==> run_1/drive_strength.png <==
Bar = 20 um.
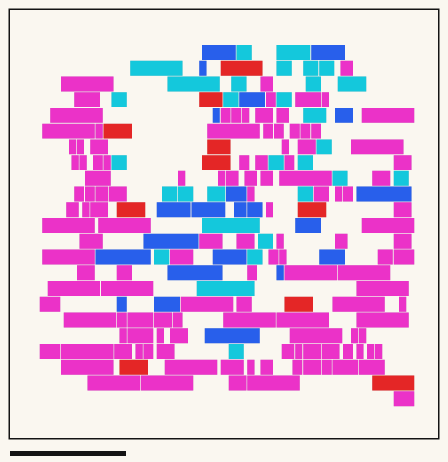
==> run_1/gate_families.png <==
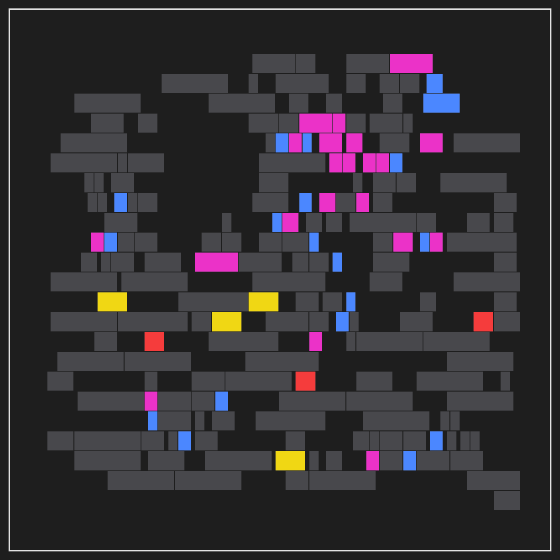
==> run_1/registers.png <==
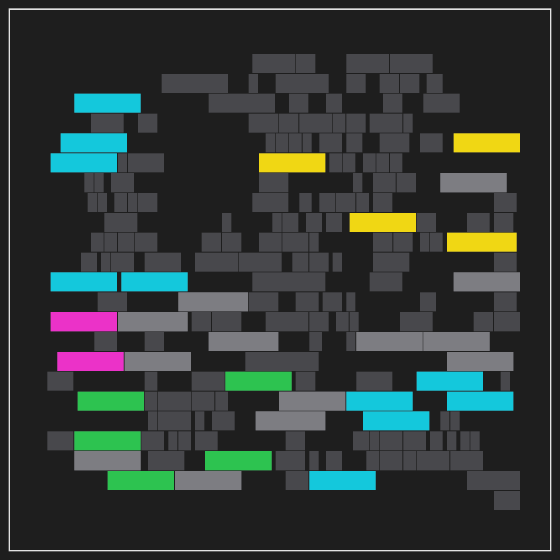
==> run_1/clock_map.png <==
Bar = 20 um.
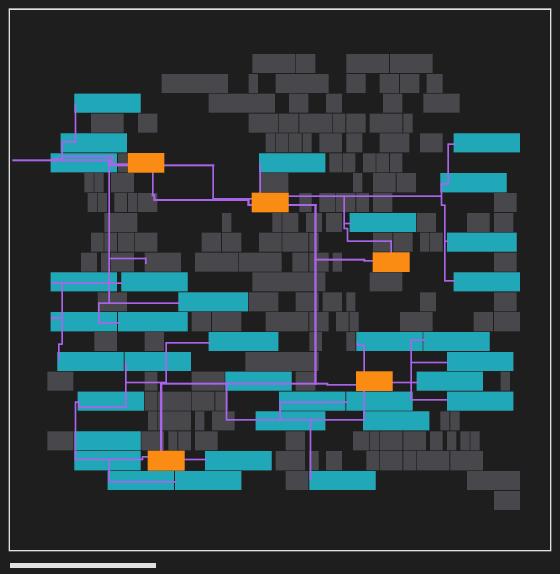
--- config.mk ---
export PLATFORM = sky130hd
export DESIGN_NAME = quad_step_decoder
export DESIGN_NICKNAME = d
export VERILOG_FILES = /design/src/rtl/quad_step_decoder.sv
export SDC_FILE = /design/constraint.sdc
export NUM_CORES = 1
export LEC_CHECK = 0
export CAP_MARGIN = 10
export CORE_MARGIN = 4
export CORE_UTILIZATION = 38
export CTS_BUF_LIST = sky130_fd_sc_hd__clkbuf_2 sky130_fd_sc_hd__clkbuf_4 sky130_fd_sc_hd__clkbuf_8
export DETAILED_ROUTE_END_ITERATION = 6
export PLACE_DENSITY = 0.57
export SYNTH_ARGS = -nofsm -noshare
export SYNTH_HDL_FRONTEND = slang
export SYNTH_SLANG_ARGS = --single-unit
--- constraint.sdc ---
create_clock -name clk -period 1.4 [get_ports clk]
set_input_delay 0.42 -clock clk [delete_from_list [all_inputs] [get_ports clk]]
set_output_delay 0.42 -clock clk [all_outputs]
set_load 0.005 [all_outputs]
--- src/rtl/quad_step_decoder.sv ---
// -----------------------------------------------------------------------------
// quad_step_decoder
//
// Front end for a wrap-around up/down counter. Takes a raw two-channel
// quadrature encoder, synchronises and debounces each channel, decodes the
// Gray-code steps and accumulates them into whole detents. Each completed
// detent produces a single-cycle plus or minus pulse. A step where both
// channels change in the same decode cycle cannot be resolved; it raises a
// one-cycle err pulse and a sticky err_flag.
//
// Parameters
//   DEBOUNCE        consecutive differing cycles before a filtered channel
//                   follows its synchronised input (>= 1)
//   STEPS_PER_PULSE legal quadrature steps per output pulse (1, 2 or 4)
//   INVERT_DIR      1 swaps the roles of plus and minus (err unaffected)
//
// Ports
//   clk      in   single clock, everything on posedge
//   rst_n    in   asynchronous active-low reset
//   enc_a    in   encoder channel A, asynchronous to clk
//   enc_b    in   encoder channel B, asynchronous to clk
//   err_clr  in   synchronous clear of err_flag (a new error wins)
//   plus     out  1-cycle pulse, forward detent completed
//   minus    out  1-cycle pulse, reverse detent completed
//   err      out  1-cycle pulse, illegal transition seen
//   err_flag out  sticky illegal-transition indicator
//
// Timing: a pin change first sampled at edge k updates the filtered value
// at edge k+1+DEBOUNCE; any resulting pulse is high from edge k+2+DEBOUNCE.
// -----------------------------------------------------------------------------
module quad_step_decoder #(
    parameter int DEBOUNCE        = 16,
    parameter int STEPS_PER_PULSE = 4,
    parameter bit INVERT_DIR      = 1'b0
) (
    input  logic clk,
    input  logic rst_n,
    input  logic enc_a,
    input  logic enc_b,
    input  logic err_clr,
    output logic plus,
    output logic minus,
    output logic err,
    output logic err_flag
);

    // -------------------------------------------------------------------------
    // Local constants
    // -------------------------------------------------------------------------
    localparam int CNT_W       = $clog2(DEBOUNCE + 1);
    // The filter output cannot be trusted until the two synchroniser stages
    // have filled and a full debounce window has elapsed behind them.
    localparam int WARM_CYCLES = DEBOUNCE + 2;
    localparam int WARM_W      = $clog2(WARM_CYCLES + 1);
    localparam int ACC_W       = $clog2(STEPS_PER_PULSE + 1) + 1;

    // The counter fires on the DEBOUNCE-th consecutive mismatch, so it only
    // needs to count to DEBOUNCE-1 before the update edge.
    localparam logic [CNT_W-1:0]        CNT_LAST = CNT_W'(DEBOUNCE - 1);
    localparam logic [WARM_W-1:0]       WARM_MAX = WARM_W'(WARM_CYCLES);
    localparam logic signed [ACC_W-1:0] ACC_MAX  = ACC_W'(STEPS_PER_PULSE);
    localparam logic signed [ACC_W-1:0] ACC_MIN  = -ACC_MAX;
    localparam logic signed [ACC_W-1:0] ACC_ONE  = ACC_W'(1);

    // Channel index: bit 1 = A, bit 0 = B, so {A,B} reads naturally as a pair.
    localparam int CH_A = 1;
    localparam int CH_B = 0;

    typedef enum logic {
        ST_INIT  = 1'b0,
        ST_TRACK = 1'b1
    } state_t;

    // -------------------------------------------------------------------------
    // Declarations
    // -------------------------------------------------------------------------
    logic [1:0]              r_sync_a;        // [0] first stage, [1] second
    logic [1:0]              r_sync_b;
    logic [1:0]              w_s;             // synchronised {A,B}
    logic [1:0]              r_f;             // debounced {A,B}
    logic [CNT_W-1:0]        r_db_cnt [2];
    logic [WARM_W-1:0]       r_warm_cnt;
    logic                    w_warm_done;
    logic [1:0]              r_valid;

    state_t                  r_state;
    state_t                  w_state_next;

    logic [1:0]              r_prev;
    logic signed [ACC_W-1:0] r_acc;
    logic [1:0]              w_prev_next;
    logic signed [ACC_W-1:0] w_acc_next;
    logic signed [ACC_W-1:0] w_acc_inc;
    logic signed [ACC_W-1:0] w_acc_dec;

    logic [1:0]              w_changed;
    logic                    w_phase;
    logic                    w_illegal;
    logic                    w_step_fwd;
    logic                    w_step_rev;

    logic                    w_fwd_pulse;
    logic                    w_rev_pulse;
    logic                    w_err_next;

    logic                    r_plus;
    logic                    r_minus;
    logic                    r_err;
    logic                    r_err_flag;

    // -------------------------------------------------------------------------
    // Two-flop synchronisers
    // -------------------------------------------------------------------------
    // NOTE: state is updated with non-blocking assignments so every flop
    // samples the pre-edge value of its source, exactly as the hardware does.
    always_ff @(posedge clk or negedge rst_n) begin
        if (!rst_n) begin
            r_sync_a <= '0;
            r_sync_b <= '0;
        end else begin
            r_sync_a <= {r_sync_a[0], enc_a};
            r_sync_b <= {r_sync_b[0], enc_b};
        end
    end

    assign w_s[CH_A] = r_sync_a[1];
    assign w_s[CH_B] = r_sync_b[1];

    // -------------------------------------------------------------------------
    // Debounce filter: the filtered value follows the synchronised value only
    // after DEBOUNCE consecutive cycles of disagreement. Any shorter run is
    // discarded because a single agreeing cycle clears the counter.
    // -------------------------------------------------------------------------
    // NOTE: these counters are ordinary flops, so they are reset like any
    // other register; only RAM-style storage is left out of a reset.
    always_ff @(posedge clk or negedge rst_n) begin
        if (!rst_n) begin
            r_f <= '0;
            for (int i = 0; i < 2; i++) begin
                r_db_cnt[i] <= '0;
            end
        end else begin
            for (int i = 0; i < 2; i++) begin
                if (w_s[i] == r_f[i]) begin
                    r_db_cnt[i] <= '0;
                end else if (r_db_cnt[i] == CNT_LAST) begin
                    r_f[i]      <= w_s[i];
                    r_db_cnt[i] <= '0;
                end else begin
                    r_db_cnt[i] <= r_db_cnt[i] + CNT_W'(1);
                end
            end
        end
    end

    // -------------------------------------------------------------------------
    // Per-channel valid: set once the warm-up window has passed and the
    // channel is not in the middle of a pending change, so the position
    // captured in INIT is the real resting position of the encoder.
    // -------------------------------------------------------------------------
    assign w_warm_done = (r_warm_cnt == WARM_MAX);

    always_ff @(posedge clk or negedge rst_n) begin
        if (!rst_n) begin
            r_warm_cnt <= '0;
            r_valid    <= '0;
        end else begin
            if (!w_warm_done) begin
                r_warm_cnt <= r_warm_cnt + WARM_W'(1);
            end
            for (int i = 0; i < 2; i++) begin
                if (w_warm_done && (r_db_cnt[i] == '0)) begin
                    r_valid[i] <= 1'b1;
                end
            end
        end
    end

    // -------------------------------------------------------------------------
    // Step classification
    // Position order (A leads B): 00 -> 10 -> 11 -> 01 -> 00.
    // When A and B are equal (00, 11) a forward step moves A; when they
    // differ (10, 01) a forward step moves B. The opposite channel moving
    // means a reverse step; both moving is unresolvable.
    // -------------------------------------------------------------------------
    assign w_changed  = r_f ^ r_prev;
    assign w_phase    = r_prev[CH_A] ^ r_prev[CH_B];
    assign w_illegal  = &w_changed;
    assign w_step_fwd = ((w_changed == 2'b10) && !w_phase) ||
                        ((w_changed == 2'b01) &&  w_phase);
    assign w_step_rev = ((w_changed == 2'b10) &&  w_phase) ||
                        ((w_changed == 2'b01) && !w_phase);

    assign w_acc_inc  = r_acc + ACC_ONE;
    assign w_acc_dec  = r_acc - ACC_ONE;

    // -------------------------------------------------------------------------
    // FSM: state register
    // -------------------------------------------------------------------------
    always_ff @(posedge clk or negedge rst_n) begin
        if (!rst_n) begin
            r_state <= ST_INIT;
        end else begin
            r_state <= w_state_next;
        end
    end

    // -------------------------------------------------------------------------
    // FSM: next-state logic
    // -------------------------------------------------------------------------
    // NOTE: every signal assigned in a combinational block gets a default at
    // the top; a path that leaves one unassigned would infer a latch.
    always_comb begin
        w_state_next = r_state;
        unique case (r_state)
            ST_INIT:  if (&r_valid) w_state_next = ST_TRACK;
            ST_TRACK: w_state_next = ST_TRACK;
            default:  w_state_next = ST_INIT;
        endcase
    end

    // -------------------------------------------------------------------------
    // FSM: output / datapath logic
    // INIT captures the resting position without producing a pulse. TRACK
    // follows the filtered pair every cycle and folds steps into the signed
    // accumulator; a reversal simply walks the accumulator back.
    // -------------------------------------------------------------------------
    always_comb begin
        w_prev_next = r_prev;
        w_acc_next  = r_acc;
        w_fwd_pulse = 1'b0;
        w_rev_pulse = 1'b0;
        w_err_next  = 1'b0;

        unique case (r_state)
            ST_INIT: begin
                if (&r_valid) begin
                    w_prev_next = r_f;
                    w_acc_next  = '0;
                end
            end

            ST_TRACK: begin
                w_prev_next = r_f;
                if (w_illegal) begin
                    w_acc_next = '0;
                    w_err_next = 1'b1;
                end else if (w_step_fwd) begin
                    if (w_acc_inc == ACC_MAX) begin
                        w_acc_next  = '0;
                        w_fwd_pulse = 1'b1;
                    end else begin
                        w_acc_next  = w_acc_inc;
                    end
                end else if (w_step_rev) begin
                    if (w_acc_dec == ACC_MIN) begin
                        w_acc_next  = '0;
                        w_rev_pulse = 1'b1;
                    end else begin
                        w_acc_next  = w_acc_dec;
                    end
                end
            end

            default: begin
                w_acc_next = '0;
            end
        endcase
    end

    // -------------------------------------------------------------------------
    // Datapath and output registers
    // -------------------------------------------------------------------------
    always_ff @(posedge clk or negedge rst_n) begin
        if (!rst_n) begin
            r_prev     <= '0;
            r_acc      <= '0;
            r_plus     <= 1'b0;
            r_minus    <= 1'b0;
            r_err      <= 1'b0;
            r_err_flag <= 1'b0;
        end else begin
            r_prev     <= w_prev_next;
            r_acc      <= w_acc_next;
            // Direction swap only touches plus/minus; both are never high
            // together because at most one of the pulse terms is set.
            r_plus     <= INVERT_DIR ? w_rev_pulse : w_fwd_pulse;
            r_minus    <= INVERT_DIR ? w_fwd_pulse : w_rev_pulse;
            r_err      <= w_err_next;
            // A new error in the same cycle as err_clr keeps the flag set.
            r_err_flag <= w_err_next | (r_err_flag & ~err_clr);
        end
    end

    assign plus     = r_plus;
    assign minus    = r_minus;
    assign err      = r_err;
    assign err_flag = r_err_flag;

endmodule
==> impl_metrics.env, run 1 <==
# physical design summary
export IMPL_finalWorstSetupSlack_ns=-0.108
export IMPL_overflow=0
export IMPL_ys_sh_adder=0.0681
export IMPL_ys_chip_area_mm2=0.00165
export IMPL_holdBufCountCts=0
export IMPL_critPathMaxStageDelay_ns=0.47
export IMPL_numCtsBuffers=5
export IMPL_violations="negative setup slack"
export IMPL_synthTopCellsByArea="dfrtp_1, ha_1, xnor2_1, xor2_1, nand3_1"
export IMPL_p_sw_mw=0.557
export IMPL_worstPathRequired_ns=1.62
export IMPL_timing_final_hold_violations=0
export IMPL_post_dp_cell_area_mm2=0.00197
export IMPL_ys_cells=152
export IMPL_worstHoldEndpoint="r_sync_a[1]"
export IMPL_initial_core_util=0.402
export IMPL_hold_path_class="reg2reg"
export IMPL_met3_usage=0.0378
export IMPL_largest_area_cell="dfrtp_1"
export IMPL_antenna_found_initial=0
export IMPL_synth_avg_cell_area_um2=10.9
export IMPL_wl_met3_um=140
export IMPL_top_power_group="sequential cells"
export IMPL_status="complete, but fails checks"
export IMPL_rrSetupSlack_ns=-0.11
export IMPL_setup_viol=4
export IMPL_grtUsageMet1=0.164
export IMPL_grt_busiest_layer="met2"
export IMPL_flop_area_um2=857
export IMPL_met1_length_um=1480
export IMPL_comb_multi_input_count=103
export IMPL_path_clk_slew_ns=0.07
export IMPL_num_vias=1201
export IMPL_p_seq_frac=0.490
export IMPL_bufAreaShareNonClock=0.133
export IMPL_mostFrequentLayoutCells="dfrtp_1, buf_4, nor2_1"
export IMPL_die_area_mm2=0.00547
export IMPL_warning_count=34
export IMPL_pg_comb_mw=0.335
export IMPL_clk_share=0.0427
export IMPL_cts_tree="built"
export IMPL_gp_congestion=0.818
export IMPL_num_rows=23
export IMPL_flop_count=34
export IMPL_die_w_um=74.0
export IMPL_start_kind="flip-flop"
export IMPL_wire_per_inst_um=13.0
export IMPL_drv_slew=0
export IMPL_fmax_ghz=0.663
export IMPL_p_int_mw=1.59
export IMPL_crit_type="reg2reg"
export IMPL_critPathSlowestCell="dfrtp_2"
export IMPL_ff_type="dfrtp_1"
export IMPL_comb_power_share=0.156
export IMPL_pre_cts_ws_ns=-0.137
export IMPL_ctsResizeCount=19
export IMPL_regToRegEndpoint="r_acc[1]"
export IMPL_viasPerCell=4.98
export IMPL_grt_usage=0.130
export IMPL_clockPowerShare=0.354
export IMPL_top_layer_used="met4"
export IMPL_fin_crit_ns=1.51
export IMPL_crit_chain="xor2_4 -> or2_4 -> buf_4 -> buf_6 -> xnor2_2 -> o21ai_1"
export IMPL_tightest_slew_ns=0.317
export IMPL_seq_cell_share=0.385
export IMPL_ys_sh_simple=0.158
export IMPL_p_leak_nw=1.05
export IMPL_nWellTaps=50
export IMPL_holdWs_ns=0.360
export IMPL_n_fill_cell=358
export IMPL_grt_first_pass_wirelength_um=5390
export IMPL_layout_drive_gt1_share=0.325
export IMPL_synthMuxAreaShare=0.0272
export IMPL_io_buffers=8
export IMPL_worst_path_buf_inv=2
export IMPL_core_area_mm2=0.00412
export IMPL_clockBufferDepth=2
export IMPL_ys_ff=34
export IMPL_cts_setup_buffers=4
export IMPL_ys_sh_xor=0.0946
export IMPL_dp_hpwl_um=2260
-- drive_strength.png (at the start) --
| color | size | cells |
|---|---|---|
| red | drive 6 and up | 10 |
| blue | drive 2 | 22 |
| magenta | drive 1 or less | 129 |
| cyan | drive 3 to 4 | 30 |
final worst slack: -0.108 ns
count of plain and timing-repair buffers: 33
fin area: 0.00222 mm^2
area growth from synthesis to layout: 34.5%

-- gate_families.png (at the start) --
| color | family | cells | most used |
|---|---|---|---|
| magenta | inverting AOI/OAI gates | 21 | o21ai_1 |
| red | AND-OR and OR-AND gates | 3 | a21o_1 |
| yellow | multiplexers | 4 | mux2_1 |
| blue | NAND gates | 19 | nand3_1 |
multi-input logic portion of the cell area: 0.389
most used logic cell in the final layout: dfrtp_1
final cell count without fillers: 241

-- registers.png (at the start) --
| color | signal | placed flops |
|---|---|---|
| cyan | r_db_cnt | 10 |
| yellow | r_acc | 4 |
| green | r_warm_cnt | 5 |
| magenta | r_sync_b | 2 |
not colored: 13

-- clock_map.png (at the start) --
[purple] clock wires | length: 454 um
[cyan] flip-flops | count: 34
[orange] cells driving clock nets | count: 5
routed clock nets: 6
Clk. pwr: 0.759 mW
final clock skew: 0.00562 ns

[run 1: synthesized netlist by cell type, types with 2 or more instances]
master and instances:
inv_1 12, and2_1 3, mux2_1 4, xor2_1 7
ha_1 9, or3_1 2, dfrtp_1 34, nand2_1 7
xnor2_1 9, nand3_1 10, and3_1 3, o21ai_0 2
a31oi_1 2, nand2b_1 2, nor2_1 13, a21o_1 3
nor4b_1 2, o21ai_1 6, nor3b_1 2, a21oi_1 5
[run 1: flip-flops by register name, indices dropped and copies added (netlist names)]
| register | count |
|---|---|
| r_state | 1 |
| err_flag | 1 |
| r_acc | 4 |
| plus | 1 |
| r_warm_cnt | 5 |
| r_valid | 2 |
| err | 1 |
| r_sync_a | 2 |
| minus | 1 |
| r_db_cnt | 10 |
| r_sync_b | 2 |
| r_prev | 2 |
| r_f | 2 |
[run 1: worst max-delay path by stage]
stage / to / from / depth (start not counted) / slack (ns)
after detailed placement: r_acc[3] / r_prev[0] / 5 / -0.14
after CTS: r_acc[2] / r_f[0] / 5 / -0.08
after global placement: r_acc[2] / r_acc[1] / 6 / -0.12
final: r_acc[1] / r_f[0] / 6 / -0.11
after floorplan: r_acc[3] / r_prev[1] / 6 / -0.006
after global routing: r_acc[2] / r_acc[1] / 6 / -0.20
[run 1: stage by stage]
| step | total power, mW | utilization | instances | setup TNS, ns |
|---|---|---|---|---|
| 6_report | 2.15 | 0.541 | 241 | -0.326 |
| 3_5_place_dp | 1.33 | 0.479 | 225 | -0.416 |
| 3_3_place_gp | 1.32 | 0.479 | 225 | -0.259 |
| 2_1_floorplan | 1.22 | - | 152 | -0.0107 |
| 4_1_cts | 2.14 | 0.529 | 237 | -0.204 |
| 5_1_grt | 2.26 | 0.541 | 241 | -0.709 |
==> run 1 -> run 2 <==
- CORE_MARGIN: 4 -> 1.5
- SLEW_MARGIN: unset -> 20
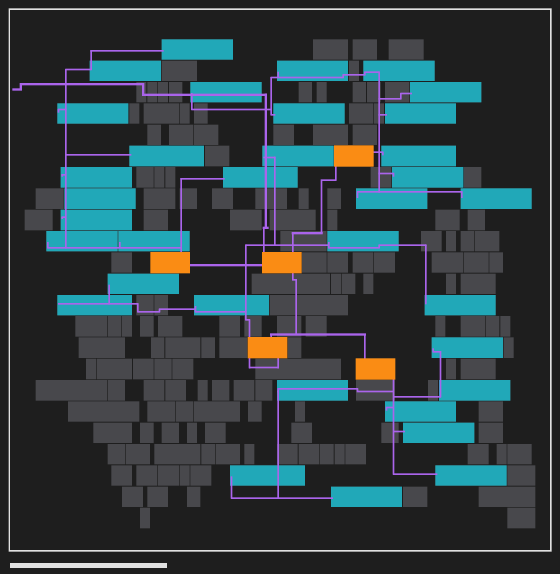
(run_2/clock_map.png)
Bar = 20 um.
[purple] clock wires | length: 454 um
[orange] cells driving clock nets | count: 5
[cyan] flip-flops | count: 34
routed clock nets: 6
final clock skew: 0.00387 ns
clk latency late pin: 0.28 ns
clock network fraction of total power: 0.402
Clk. pwr: 0.908 mW

==> run 2 against run 1 <==
  * Critical endpoint is now r_acc[3]
  * Clock power rose by about 20%
  * Wire length shrank 2.0%
  * Synthesized cell count unchanged
  * Die area shrank 13%
  * Largest power group unchanged
  * The run still ends with negative setup slack left
  * Clock skew fell by 0.0017 ns
  * Final cell count down 1.7%
==> impl_metrics.env, run 2 <==
# physical design summary
export IMPL_status="complete, but fails checks"
export IMPL_violations="negative setup slack"
export IMPL_ff_type="dfrtp_1"
export IMPL_fin_area_mm2=0.00218
export IMPL_wire_per_inst_um=13.0
export IMPL_die_w_um=69.0
export IMPL_timing_final_hold_violations=0
export IMPL_grt_usage=0.146
export IMPL_num_rows=23
export IMPL_dp_hpwl_um=2180
export IMPL_hold_path_class="reg2reg"
export IMPL_post_dp_cell_area_mm2=0.00198
export IMPL_p_seq_frac=0.465
export IMPL_crit_type="reg2reg"
export IMPL_pre_cts_ws_ns=-0.149
export IMPL_layout_drive_gt1_share=0.299
export IMPL_p_leak_nw=1.03
export IMPL_ys_sh_xor=0.0946
export IMPL_die_area_mm2=0.00476
export IMPL_core_area_mm2=0.00409
export IMPL_ys_ff=34
export IMPL_io_buffers=8
export IMPL_drv_slew=0
export IMPL_numCtsBuffers=5
export IMPL_setup_viol=4
export IMPL_num_vias=1156
export IMPL_path_clk_slew_ns=0.07
export IMPL_largest_reg_flops=10
export IMPL_antenna_found_initial=0
export IMPL_initial_core_util=0.405
export IMPL_gp_congestion=0.859
export IMPL_ys_chip_area_mm2=0.00165
export IMPL_comb_power_share=0.133
export IMPL_overflow=0
export IMPL_setup_tns_ns=-0.198
export IMPL_lay_top_count="dfrtp_1"
export IMPL_ys_top_cells_by_count="dfrtp_1, nor2_1, inv_1"
export IMPL_fmax_ghz=0.660
export IMPL_start_kind="flip-flop"
export IMPL_ys_sh_simple=0.158
export IMPL_cts_tree="built"
export IMPL_largest_area_cell="dfrtp_1"
export IMPL_top_cell="dfrtp_1"
export IMPL_fin_crit_ns=1.51
export IMPL_tightest_slew_ns=0.343
export IMPL_synth_avg_cell_area_um2=10.9
export IMPL_worstPathRequired_ns=1.60
export IMPL_layout_cells_non_filler=237
export IMPL_regMostFlops="r_db_cnt"
export IMPL_clockBufferDepth=2
export IMPL_p_sw_mw=0.513
export IMPL_ys_cells=152
export IMPL_finalWorstSetupSlack_ns=-0.114
export IMPL_reg_top3="r_db_cnt: 10 flops, r_warm_cnt: 5 flops, r_acc: 4 flops"
export IMPL_mostFrequentLayoutCells="dfrtp_1, buf_4, nor2_1"
export IMPL_ys_sh_adder=0.0681
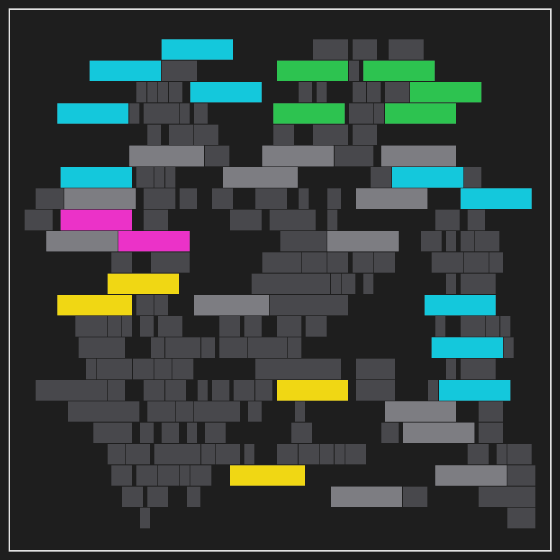
(run_2/registers.png)
| color | signal | placed flops |
|---|---|---|
| cyan | r_db_cnt | 10 |
| magenta | r_sync_b | 2 |
| yellow | r_acc | 4 |
| green | r_warm_cnt | 5 |
Seq area share: 0.393
sequential power: 1.05 mW
fin util: 0.534
sequential standard cell area: 858 um^2

==> run 2: netlist changes by cell type in the layout (fill, tap and decap cells not counted), sizes merged <==
cell      previous run  this run
clkinvlp             1         0
clkinv               1         0
bufinv               0         1
buf                 25        22
==> run 2: power groups by stage <==
stage               sequential [mW]  clock (mW)  combinational [mW]
detailed placement             1.07           0               0.257
CTS                            1.05       0.943               0.277
floorplan                      1.06           0               0.161
global placement               1.07           0               0.256
finish                         1.05       0.908               0.299
global route                   1.05       0.981               0.337
==> run 2: routing by layer <==
metal,wire length [um],GRT usage,vias up
li1,-,-,582
met1,1490,0.190,555
met2,1480,0.225,17
met3,94,0.0487,2
met4,17,0.0539,0
met5,0,0,-
==> run 2: repair_timing <==
| action | 4_1_cts | 5_1_grt |
|---|---|---|
| buffers inserted | 4 | 0 |
| endpoints found under the setup margin | 9 | 6 |
| pin swaps | 5 | 6 |
| gates resized | 10 | 9 |
==> run 2: layout make-up <==
class                      count  area (um^2)
sequential                    34          858
multi-input combinational    103          842
fill                         359         1900
clock buffer                   6         82.6
tap                           50         62.6
inverter                      13         51.3
clock inverter                 1         30.0
timing repair buffer          30          256
==> run 2: critical path: stages (launching register included) <==
cell,delay (ns)
dfrtp_2,0.47
xnor2_2,0.21
xor2_1,0.22
nand2_1,0.12
or3_1,0.35
o21ai_1,0.08
==> run 2: path summary, 6_finish.rpt <==
path                             startpoint           to  slack, ns  cells after the start
worst max-delay path              r_prev[1]     r_acc[3]      -0.11                      5
worst min-delay path            r_sync_b[0]  r_sync_b[1]       0.35                      0
worst max register to register    r_prev[1]     r_acc[3]      -0.11                      5
worst min register to register  r_sync_b[0]  r_sync_b[1]       0.35                      0
max in group asynchronous             rst_n       r_f[1]       0.70                      2
min in group asynchronous             rst_n     err_flag       0.51                      2
==> run 2 -> run 3 <==
- GPL_ROUTABILITY_DRIVEN: unset -> 1
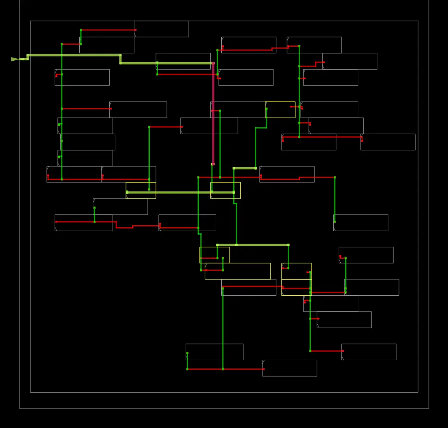
(run_3/final_clocks.png)
CTS Buf Count: 5
seq_cells: 34

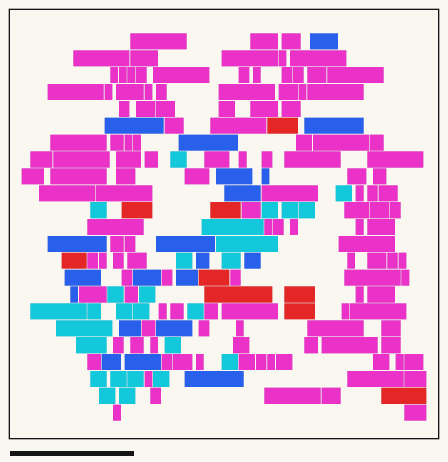
(run_3/drive_strength.png)
Bar = 20 um.
| color | size | cells |
|---|---|---|
| red | drive 6 and up | 9 |
| magenta | drive 1 or less | 131 |
| blue | drive 2 | 20 |
| cyan | drive 3 to 4 | 27 |

==> run 3 against run 2 <==
  * The run still ends with negative setup slack left
  * Flip-flop count unchanged
  * First-iteration DRC count unchanged
  * Critical path type unchanged
  * Clock skew unchanged
==> impl_metrics.env, run 3 <==
# physical design summary
export IMPL_status="complete, but fails checks"
export IMPL_violations="negative setup slack"
export IMPL_reg_top3="r_db_cnt: 10 flops, r_warm_cnt: 5 flops, r_acc: 4 flops"
export IMPL_comb_power_share=0.133
export IMPL_die_w_um=69.0
export IMPL_regMostFlops="r_db_cnt"
export IMPL_ys_sh_adder=0.0681
export IMPL_core_area_mm2=0.00409
export IMPL_hold_path_depth=0
export IMPL_overflow=0
export IMPL_layout_drive_gt1_share=0.299
export IMPL_fin_crit_ns=1.51
export IMPL_start_kind="flip-flop"
export IMPL_ys_top_cells_by_count="dfrtp_1, nor2_1, inv_1"
export IMPL_gp_congestion=0.859
export IMPL_crit_type="reg2reg"
export IMPL_rrSetupSlack_ns=-0.11
export IMPL_p_int_mw=1.74
export IMPL_holdWs_ns=0.354
export IMPL_lay_top_count="dfrtp_1"
export IMPL_wire_per_inst_um=13.0
export IMPL_ff_type="dfrtp_1"
export IMPL_utilization=0.534
export IMPL_top_cell="dfrtp_1"
export IMPL_insertion_delay_ns=0.28
export IMPL_largest_area_cell="dfrtp_1"
export IMPL_antenna_found_initial=0
export IMPL_fmax_ghz=0.660
export IMPL_synthMuxAreaShare=0.0272
export IMPL_ys_chip_area_mm2=0.00165
export IMPL_finalWorstSetupSlack_ns=-0.114
export IMPL_grt_first_pass_wirelength_um=4940
export IMPL_clockBufferDepth=2
export IMPL_worstPathRequired_ns=1.60
export IMPL_timing_final_hold_violations=0
export IMPL_pg_comb_mw=0.299
export IMPL_ys_sh_simple=0.158
export IMPL_die_area_mm2=0.00476
export IMPL_regToRegEndpoint="r_acc[3]"
export IMPL_grt_usage=0.146
export IMPL_synth_avg_cell_area_um2=10.9
export IMPL_finalClockSkew_ns=0.00387
export IMPL_setup_tns_ns=-0.198
export IMPL_r2r_start="r_prev[1]"
export IMPL_num_vias=1156
export IMPL_met2RoutedLength_um=1480
export IMPL_tightest_slew_ns=0.343
export IMPL_ys_cells=152
export IMPL_synthTopCellsByArea="dfrtp_1, ha_1, xnor2_1, xor2_1, nand3_1"
export IMPL_largest_reg_flops=10
export IMPL_p_leak_nw=1.03
export IMPL_p_seq_frac=0.465
export IMPL_path_clk_slew_ns=0.07
export IMPL_wl_met3_um=94
export IMPL_r2r_cells=5
export IMPL_top_layer_used="met4"
export IMPL_io_buffers=8
export IMPL_mostFrequentLayoutCells="dfrtp_1, buf_4, nor2_1"
export IMPL_top_power_group="sequential cells"
export IMPL_warning_count=34
export IMPL_setup_viol=4
export IMPL_num_rows=23
export IMPL_met1_length_um=1490
export IMPL_cts_tree="built"
-- run 3: cell counts after synthesis --
No cell type changed its count.
-- run 3: repair_timing --
action	4_1_cts	5_1_grt
pin swaps	5	6
gates resized	10	9
endpoints found under the setup margin	9	6
setup buffers	4	0
hold buffers	0	0
-- run 3: worst min-delay path by stage --
stage | slack, ns | endpoint
CTS | 0.35 | r_sync_b[1]
detailed placement | 0.34 | r_sync_b[1]
global placement | 0.34 | r_sync_b[1]
finish | 0.35 | r_sync_b[1]
floorplan | 0.12 | err
global route | 0.36 | r_sync_b[1]
-- run 3: layout make-up --
cell class | count | area, um^2
clock inverter | 1 | 30.0
tap | 50 | 62.6
clock buffer | 6 | 82.6
multi-input combinational | 103 | 842
fill | 359 | 1900
timing repair buffer | 30 | 256
inverter | 13 | 51.3
sequential | 34 | 858
-- run 3: metrics by stage --
stage	area, um^2	total power, mW	std cells	setup slack [ns]
after global routing	2180	2.37	237	-0.159
final	2180	2.26	237	-0.114
after floorplan	1710	1.22	152	-0.00584
after CTS	2130	2.27	237	-0.0664
after global placement	1980	1.32	226	-0.123
after detailed placement	1980	1.33	226	-0.149
-- run 3: metal layers --
metal	up-vias	track usage
met5	-	0
met4	0	0.0539
met3	2	0.0487
met2	17	0.225
met1	555	0.190
li1	582	-
-- run 3: worst max-delay path, stage by stage, from the launching register on --
cell	delay, ns
dfrtp_2	0.47
xnor2_2	0.21
xor2_1	0.22
nand2_1	0.12
or3_1	0.35
o21ai_1	0.08
-- run 3: cell families after synthesis --
group | count (synthesis)
xor+xnor | 17
mux | 4
flops | 34
buf+inv | 15
simple gates | 49
fa+ha+maj | 9
compound gates | 24
Power and IR drop assume default switching activity.
